**M1 wires**

Supply wires on this layer in gray.
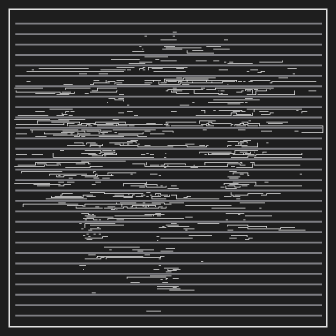
**Met2 routing**

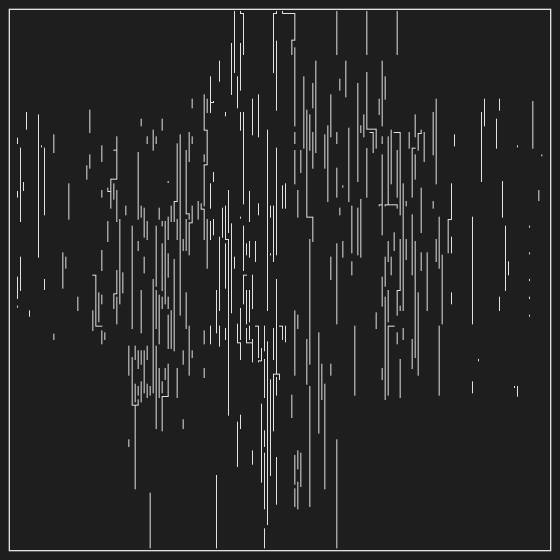
Design ambiente_robo, sky130hd; sources not shown.
==> summary.rpt <==
PHYSICAL IMPLEMENTATION REPORT
----------------------------------------------------
[Placement]
  Placed cell count ........................ 283
  RD Place Congestion ........................ 0.777

[STA]
  Measured slew at the worst slew-check pin ........................ 0.721 ns
  Post-Route Hold Slack ........................ 0.491 ns
  Post-layout worst setup margin ........................ 1.12 ns
  Relative max-transition margin ........................ 51.9%

[Pwr]
  Total power draw ........................ 0.00133 W
  Clock Power Share ........................ 10.0%
  Power of the sequential group ........................ 0.000407 W

[Run]
  Max capacitance violation total ........................ 0

[Cells and area]
  Fraction of area in registers ........................ 28.6%
  Number of clock buffers in the layout ........................ 3
  ClkCell Share ........................ 2.07%
  Largest register FFs ........................ 16
  Signal buffers share of area ........................ 13.9%

[Synth]
  Most instantiated library cell after synthesis ........................ dfrtp_1
  AO/OA Area Share ........................ 7.22%
  Post-synthesis sequential element count ........................ 27
  Main logic family after synthesis ........................ simple AND/OR/NAND/NOR gates
  Share of synthesized area spent on multiplexers ........................ 2.90%
  Yosys stat area ........................ 1940 sq um
  Cell type contributing the most total cell area after synthesis ........................ dfrtp_1
  Post-Synthesis Cells ........................ 184

[GRT]
  Met3 capacity usage during global routing ........................ 3.19%
  Maximum number of pins on one net before global-route repair ........................ 28
  Most used routing layer in global routing ........................ met2

[Routing]
  DR WL met3 ........................ 144 um
  Number of DRC markers after the initial detailed-route iteration ........................ 46
  Metal-1 WL ........................ 1910 um

[Clock tree]
  CTS buffer count ........................ 3
  Clock latency at the later pin of the worst-skew pair ........................ 0.28 ns
  Number of gates resized after cts ........................ 0
  H-Tree Level Count ........................ 1
  TritonCTS clock tree ........................ built

[Setup path]
  Startpoint Class ........................ register
  Cell count along the critical path ........................ 8
  Startpoint-to-endpoint class of the critical path ........................ reg2out
  Crit-path slowest cell ........................ or4b_2
  R2R Setup Slk ........................ 2.11 ns

[Run status]
  Run status ........................ completed

----------------------------------------------------
About 'M1 wires':
main direction: horizontal
wire length on this layer: 1910 um
share of all routed wire: 49%
nets with wire on the layer: 194
via count: 1470
Detailed Route WL: 3890 um
met1 Resource Use GR: 17.6%

About 'met2 routing':
wire length on this layer: 1810 um
main direction: vertical
nets with wire on the layer: 197
global routing usage on met2: 19.9%

Power is estimated from default activity; no workload was simulated.
